$ cat src/rtl/adder_pkg.sv
// Shared types and defaults for the pipelined adder/subtractor.
//   op_e         : operation select (OP_ADD = A+B, OP_SUB = A-B)
//   ADD_WIDTH    : default operand width
//   ADD_STAGES   : default pipeline depth
//   add_result_t : {sum, carry, ovf} bundle for result bookkeeping
package adder_pkg;

    typedef enum logic {
        OP_ADD = 1'b0,
        OP_SUB = 1'b1
    } op_e;

    localparam int ADD_WIDTH  = 32;
    localparam int ADD_STAGES = 4;

    typedef struct packed {
        logic [ADD_WIDTH-1:0] sum;
        logic                 carry;
        logic                 ovf;
    } add_result_t;

endpackage

$ cat src/rtl/adder_segment.sv
// One carry segment of the pipelined adder: SEG-bit add with carry-in,
// result and carry-out registered, held while en_i is low.
//   clk, rst : clock, async active-high reset
//   en_i     : advance enable (low during a stall)
//   a_i, b_i : segment operands (b_i already inverted for subtract)
//   c_i      : carry into the segment
//   sum_o    : registered segment sum
//   carry_o  : registered carry out of the segment MSB
module adder_segment #(
    parameter int SEG = 8
) (
    input  logic           clk,
    input  logic           rst,
    input  logic           en_i,
    input  logic [SEG-1:0] a_i,
    input  logic [SEG-1:0] b_i,
    input  logic           c_i,
    output logic [SEG-1:0] sum_o,
    output logic           carry_o
);

    logic [SEG:0]   sum_d;
    logic [SEG-1:0] sum_q;
    logic           carry_q;

    assign sum_d = {1'b0, a_i} + {1'b0, b_i} + {{SEG{1'b0}}, c_i};

    always_ff @(posedge clk or posedge rst) begin
        if (rst) begin
            sum_q   <= '0;
            carry_q <= 1'b0;
        end else if (en_i) begin
            sum_q   <= sum_d[SEG-1:0];
            carry_q <= sum_d[SEG];
        end
    end

    assign sum_o   = sum_q;
    assign carry_o = carry_q;

endmodule

$ cat src/rtl/pipelined_adder.sv
// Pipelined adder/subtractor. The carry chain is cut into STAGES segments of
// WIDTH/STAGES bits, one register stage per segment, with valid/ready flow
// control and full backpressure. Result appears STAGES registers after accept.
//   clk, rst                     : clock, async active-high reset
//   in_valid, in_ready           : input handshake
//   in_a, in_b, in_op            : operands and operation
//   out_valid, out_ready         : output handshake
//   out_sum, out_carry, out_ovf  : result, carry/no-borrow, signed overflow
module pipelined_adder
    import adder_pkg::*;
#(
    parameter int WIDTH  = ADD_WIDTH,
    parameter int STAGES = ADD_STAGES
) (
    input  logic             clk,
    input  logic             rst,
    input  logic             in_valid,
    output logic             in_ready,
    input  logic [WIDTH-1:0] in_a,
    input  logic [WIDTH-1:0] in_b,
    input  op_e              in_op,
    output logic             out_valid,
    input  logic             out_ready,
    output logic [WIDTH-1:0] out_sum,
    output logic             out_carry,
    output logic             out_ovf
);

    if (STAGES < 1 || STAGES > WIDTH) begin : g_bad_stages
        $error("pipelined_adder: STAGES must be in 1..WIDTH");
    end
    if (WIDTH % STAGES != 0) begin : g_bad_width
        $error("pipelined_adder: WIDTH must be a multiple of STAGES");
    end

    localparam int SEG = WIDTH / STAGES;

    logic              stall;
    logic              adv;
    logic [STAGES-1:0] vld_q;

    // Stage k inputs (_d) and the operand/partial-sum words registered
    // alongside segment k (_q). Only the bits above segment k of a_q/b_q and
    // the bits below it of lo_q carry information; the rest trims away.
    logic [WIDTH-1:0]  a_d  [STAGES];
    logic [WIDTH-1:0]  b_d  [STAGES];
    logic [WIDTH-1:0]  lo_d [STAGES];
    logic [WIDTH-1:0]  a_q  [STAGES];
    logic [WIDTH-1:0]  b_q  [STAGES];
    logic [WIDTH-1:0]  lo_q [STAGES];
    logic [WIDTH-1:0]  word [STAGES];
    logic [STAGES-1:0] cin;
    logic [STAGES-1:0] seg_c;
    logic [WIDTH-1:0]  seg_sum;

    assign stall = vld_q[STAGES-1] && !out_ready;
    assign adv   = !stall;

    // Subtract as A + ~B + 1, folded in before the first segment.
    always_comb begin
        cin     = '0;
        a_d[0]  = in_a;
        b_d[0]  = (in_op == OP_SUB) ? ~in_b : in_b;
        lo_d[0] = '0;
        cin[0]  = (in_op == OP_SUB);
        for (int k = 1; k < STAGES; k++) begin
            a_d[k]  = a_q[k-1];
            b_d[k]  = b_q[k-1];
            lo_d[k] = word[k-1];
            cin[k]  = seg_c[k-1];
        end
    end

    // Partial sum after stage k: earlier segments plus this stage's segment.
    always_comb begin
        for (int k = 0; k < STAGES; k++) begin
            word[k]                = lo_q[k];
            word[k][k*SEG +: SEG]  = seg_sum[k*SEG +: SEG];
        end
    end

    for (genvar k = 0; k < STAGES; k++) begin : g_seg
        adder_segment #(.SEG(SEG)) u_seg (
            .clk     (clk),
            .rst     (rst),
            .en_i    (adv),
            .a_i     (a_d[k][k*SEG +: SEG]),
            .b_i     (b_d[k][k*SEG +: SEG]),
            .c_i     (cin[k]),
            .sum_o   (seg_sum[k*SEG +: SEG]),
            .carry_o (seg_c[k])
        );
    end

    // Bubbles advance like real beats; everything freezes on a stall.
    always_ff @(posedge clk or posedge rst) begin
        if (rst) begin
            vld_q <= '0;
            for (int k = 0; k < STAGES; k++) begin
                a_q[k]  <= '0;
                b_q[k]  <= '0;
                lo_q[k] <= '0;
            end
        end else if (adv) begin
            vld_q[0] <= in_valid;
            for (int k = 1; k < STAGES; k++) begin
                vld_q[k] <= vld_q[k-1];
            end
            for (int k = 0; k < STAGES; k++) begin
                a_q[k]  <= a_d[k];
                b_q[k]  <= b_d[k];
                lo_q[k] <= lo_d[k];
            end
        end
    end

    assign in_ready  = adv;
    assign out_valid = vld_q[STAGES-1];
    assign out_sum   = word[STAGES-1];
    assign out_carry = seg_c[STAGES-1];
    // Carry into the MSB is a^b'^sum at that bit; overflow is it XOR carry out.
    assign out_ovf   = a_q[STAGES-1][WIDTH-1] ^ b_q[STAGES-1][WIDTH-1]
                     ^ out_sum[WIDTH-1] ^ out_carry;

endmodule

$ cat config.mk
export PLATFORM = sky130hd
export DESIGN_NAME = pipelined_adder
export DESIGN_NICKNAME = d
export VERILOG_FILES = /design/src/rtl/adder_pkg.sv /design/src/rtl/adder_segment.sv /design/src/rtl/pipelined_adder.sv
export SDC_FILE = /design/constraint.sdc
export NUM_CORES = 1
export LEC_CHECK = 0
export ABC_AREA = 0
export ABC_CLOCK_PERIOD_IN_PS = 8600
export CELL_PAD_IN_SITES_DETAIL_PLACEMENT = 0
export CELL_PAD_IN_SITES_GLOBAL_PLACEMENT = 2
export CORE_MARGIN = 2
export CORE_UTILIZATION = 34
export DETAILED_ROUTE_END_ITERATION = 8
export MAX_ROUTING_LAYER = met4
export PLACE_DENSITY = 0.83
export SLEW_MARGIN = 15
export SYNTH_ARGS = -nofsm -noshare
export SYNTH_HDL_FRONTEND = slang
export SYNTH_SLANG_ARGS = --single-unit
$ cat constraint.sdc
create_clock -name clk -period 8.6 [get_ports clk]
set_input_delay 1.72 -clock clk [delete_from_list [all_inputs] [get_ports clk]]
set_output_delay 1.72 -clock clk [all_outputs]
set_load 0.01 [all_outputs]
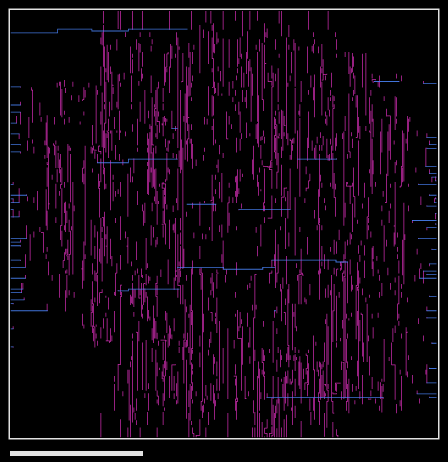
**Above:** routed metal, one colour a layer.
The bar under the picture is 50 um long. Two of the layers only.
| colour | layer | wire length |
|---|---|---|
| blue | met3 | 484 um |
| magenta | met2 | 7510 um |

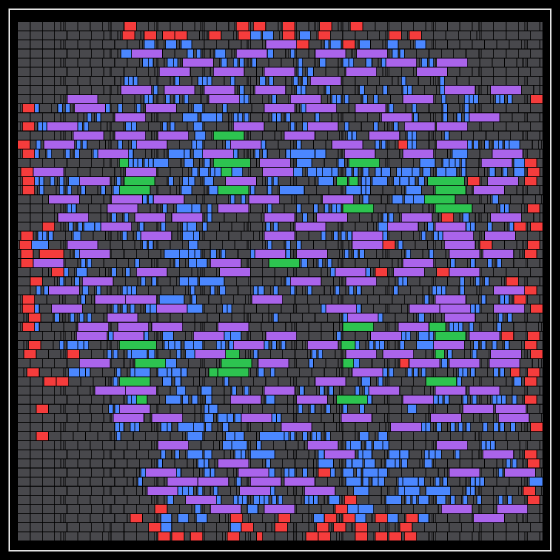
**Above:** placed cells, one colour a class.
Fill, decap, tap and diode cells in grey.
| colour | class | cells | share of their area |
|---|---|---|---|
| blue | all other logic | 694 | 36% |
| green | clock drivers and dummy loads | 32 | 6.5% |
| red | other buffers and delay cells | 108 | 11% |
| purple | flip-flops | 186 | 47% |

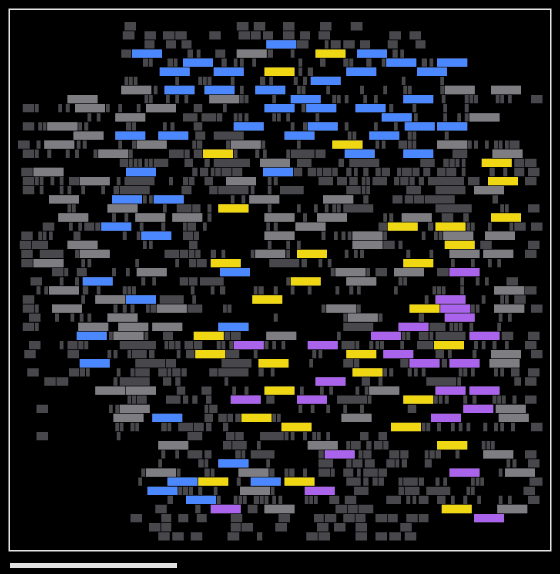
**Above:** sequential cells coloured by netlist name.
The bar under the picture is 50 um long. Other sequential cells in the stronger grey, the rest of the logic in the fainter grey.
| colour | name in the netlist | placed flops |
|---|---|---|
| yellow | g_seg.u_seg.sum_o | 32 |
| blue | b_d | 48 |
| purple | lo_d | 24 |
not coloured: 82

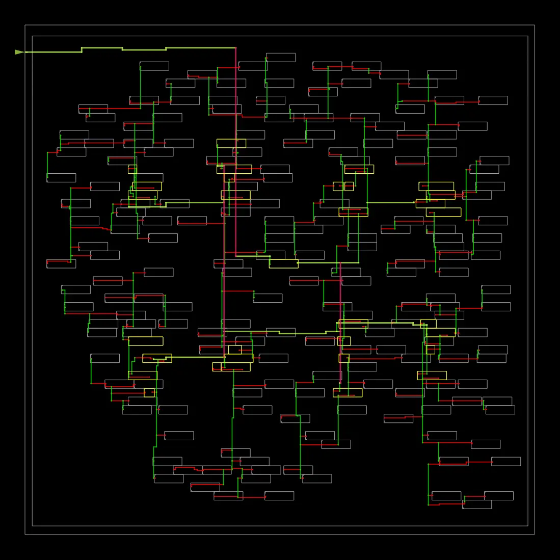
**Above:** clock wiring as the flow saved it.
clk_lat worst skew: 0.43 ns
flop count: 186
clock-net power: 0.860 mW
TritonCTS buffer count: 17
clk_skew: 0.0102 ns

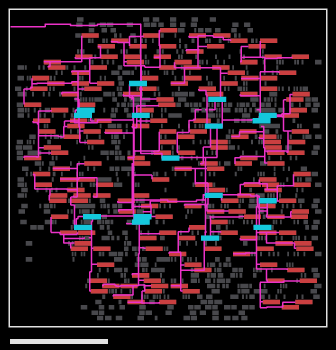
**Above:** clock wires, drivers and flops.
The bar under the picture is 50 um long.
[cyan] cells driving clock nets | count: 17
[magenta] clock wires | length: 2390 um
[red] flip-flops | count: 186
routed clock nets: 18
flops lie: widely spread

==> changes_impl.md <==
### Implementation results

* Outcome: finished, final reports clean
* Post-CTS setup buffers at 0
* Critical path depth at 5
* Count leader, synth: nand2_1
* XORs/XNORs by Area at 4.48%
* Pin count of the biggest net entering global routing at 223
* Final nets at 1111
* Adder share at 5.83%
* P_sw at 1.36 mW
* Final setup viols at 0
* Leak Pwr at 4.94 nW
* Fin area at 0.0104 mm^2
* Log Warnings at 30
* Placed inst area at 0.00971 mm^2
* Worst hold path cell count at 2
* Hold WC Path Type: flop to flop
* Critical path class: input port to primary output
* Flops out of synthesis at 186
* Post-synth EDFFs at 0
* Final Slew Violations at 0
* GRT met3 Usage at 2.72%
* Reg power frac at 39.6%
* CP cell instances: clkdlybuf4s50_1, nor2b_4, buf_12, inv_4, clkdlybuf4s50_1
* Max_slew headroom at 30.7%
* Post-synthesis async set-or-reset flop share at 100%
* Worst-path clk slew at 0.06 ns
* Fp_density at 34.6%
* Top cell type by total area after synthesis: dfrtp_1
* Critical R2R Launch: vld_q[3]
* CORE AREA at 0.0243 mm^2
* Least-Margin Pin Slew at 1.04 ns
* CTS resizes at 0
* Clock share of power at 22.9%
* # Max-Cap Violations at 0
* Met1 global-route usage at 21.6%
* Sequential Area at 0.00465 mm^2
* Comb. pwr at 1.41 mW
* Most frequent cells in the layout: 428 x nand2_1, 186 x dfrtp_1, 103 x clkdlybuf4s50_1
* WP buf/inv at 4
* Clock tree buffer depth at 2
* Fin. Hold Viols at 0
* Hold Path Origin: out_sum[19]
* CTS tree: built
* Top cells by count: 428 x nand2_1, 186 x dfrtp_1, 48 x o21ai_1
* Initial DRC count at 343
* Root buffer cell: clkbuf_16
* Hold Path End: out_sum[19]
* Critical path's largest stage delay at 0.65 ns
* Sequential logic power at 1.49 mW
* Logic area at 0.00350 mm^2
* RD Place Congestion at 0.766
* Global route overflow at 0
* CP dominant cell by count: clkdlybuf4s50_1
* DP HPWL at 11100 um
* Yosys warnings at 0
* Worst setup SP type: input port
* Area growth syn-to-layout at 23.2%
* Required @ worst endpoint at 6.88 ns
* Crit path DAT at 3.62 ns
* P per Cell Area at 364 mW/mm^2
* Post-synth seq share at 55.4%
* Worst reg2reg path depth at 8
* Final wirelength at 17500 um
* Post-Syn Area at 0.00841 mm^2
* Switch share at 36.0%
* Avg Inst Size Synth at 9.09 um^2
* Top cells by area: dfrtp_1 55%, nand2_1 19%, ha_1 4.2%
* Met2 WL at 7510 um
* Dominant cell area share at 55.4%
* Critical Path Source: out_ready
* Io pins at 105
* Setup tns final at 0 ns
* Top delay family on crit path: buffers and inverters
* Share of cells above drive strength 1 at 4.12%
* Clock sinks at 186
* Int Pwr at 2.41 mW
* Synth cell types at 37
* Mux frac, synth at 0.164%
* CP Capture Type: primary output
* Number of global-route vias before repair at 5833
* First-pass detailed-route iteration total at 4
* Cell count in the Yosys report at 925
* Post-Syn Nets at 1029
* Post-route met1 wirelength at 9360 um
* Top power group: registers
* Setup crit end: in_ready
* Top Layer Used: met4
* Post-Syn Instances at 925
[through the flow]
stage	util (%)	setup slack, ns	cells
floorplan	-	1.82	925
global placement	39.9	3.28	1312
detailed placement	39.9	3.30	1312
CTS	42.6	3.29	1344
global route	42.6	3.14	1344
finish	42.6	3.26	1344
[cell type report]
| class | instances | area share, % |
|---|---|---|
| Clock inverter | 14 | 2.01 |
| Multi-Input combinational cell | 678 | 33.8 |
| Tap cell | 324 | 3.92 |
| Inverter | 16 | 0.677 |
| Clock buffer | 18 | 4.24 |
| Sequential cell | 186 | 45.0 |
| Timing Repair Buffer | 108 | 10.4 |
[flip-flops by register name, indices dropped and copies added (netlist names)]
signal               cells
out_sum                 24
b_d                     48
lo_d                    24
g_seg.u_seg.carry_o      4
b_q                      1
a_q                      1
a_d                     48
vld_q                    4
g_seg.u_seg.sum_o       32
Power is estimated from default activity; no workload was simulated.
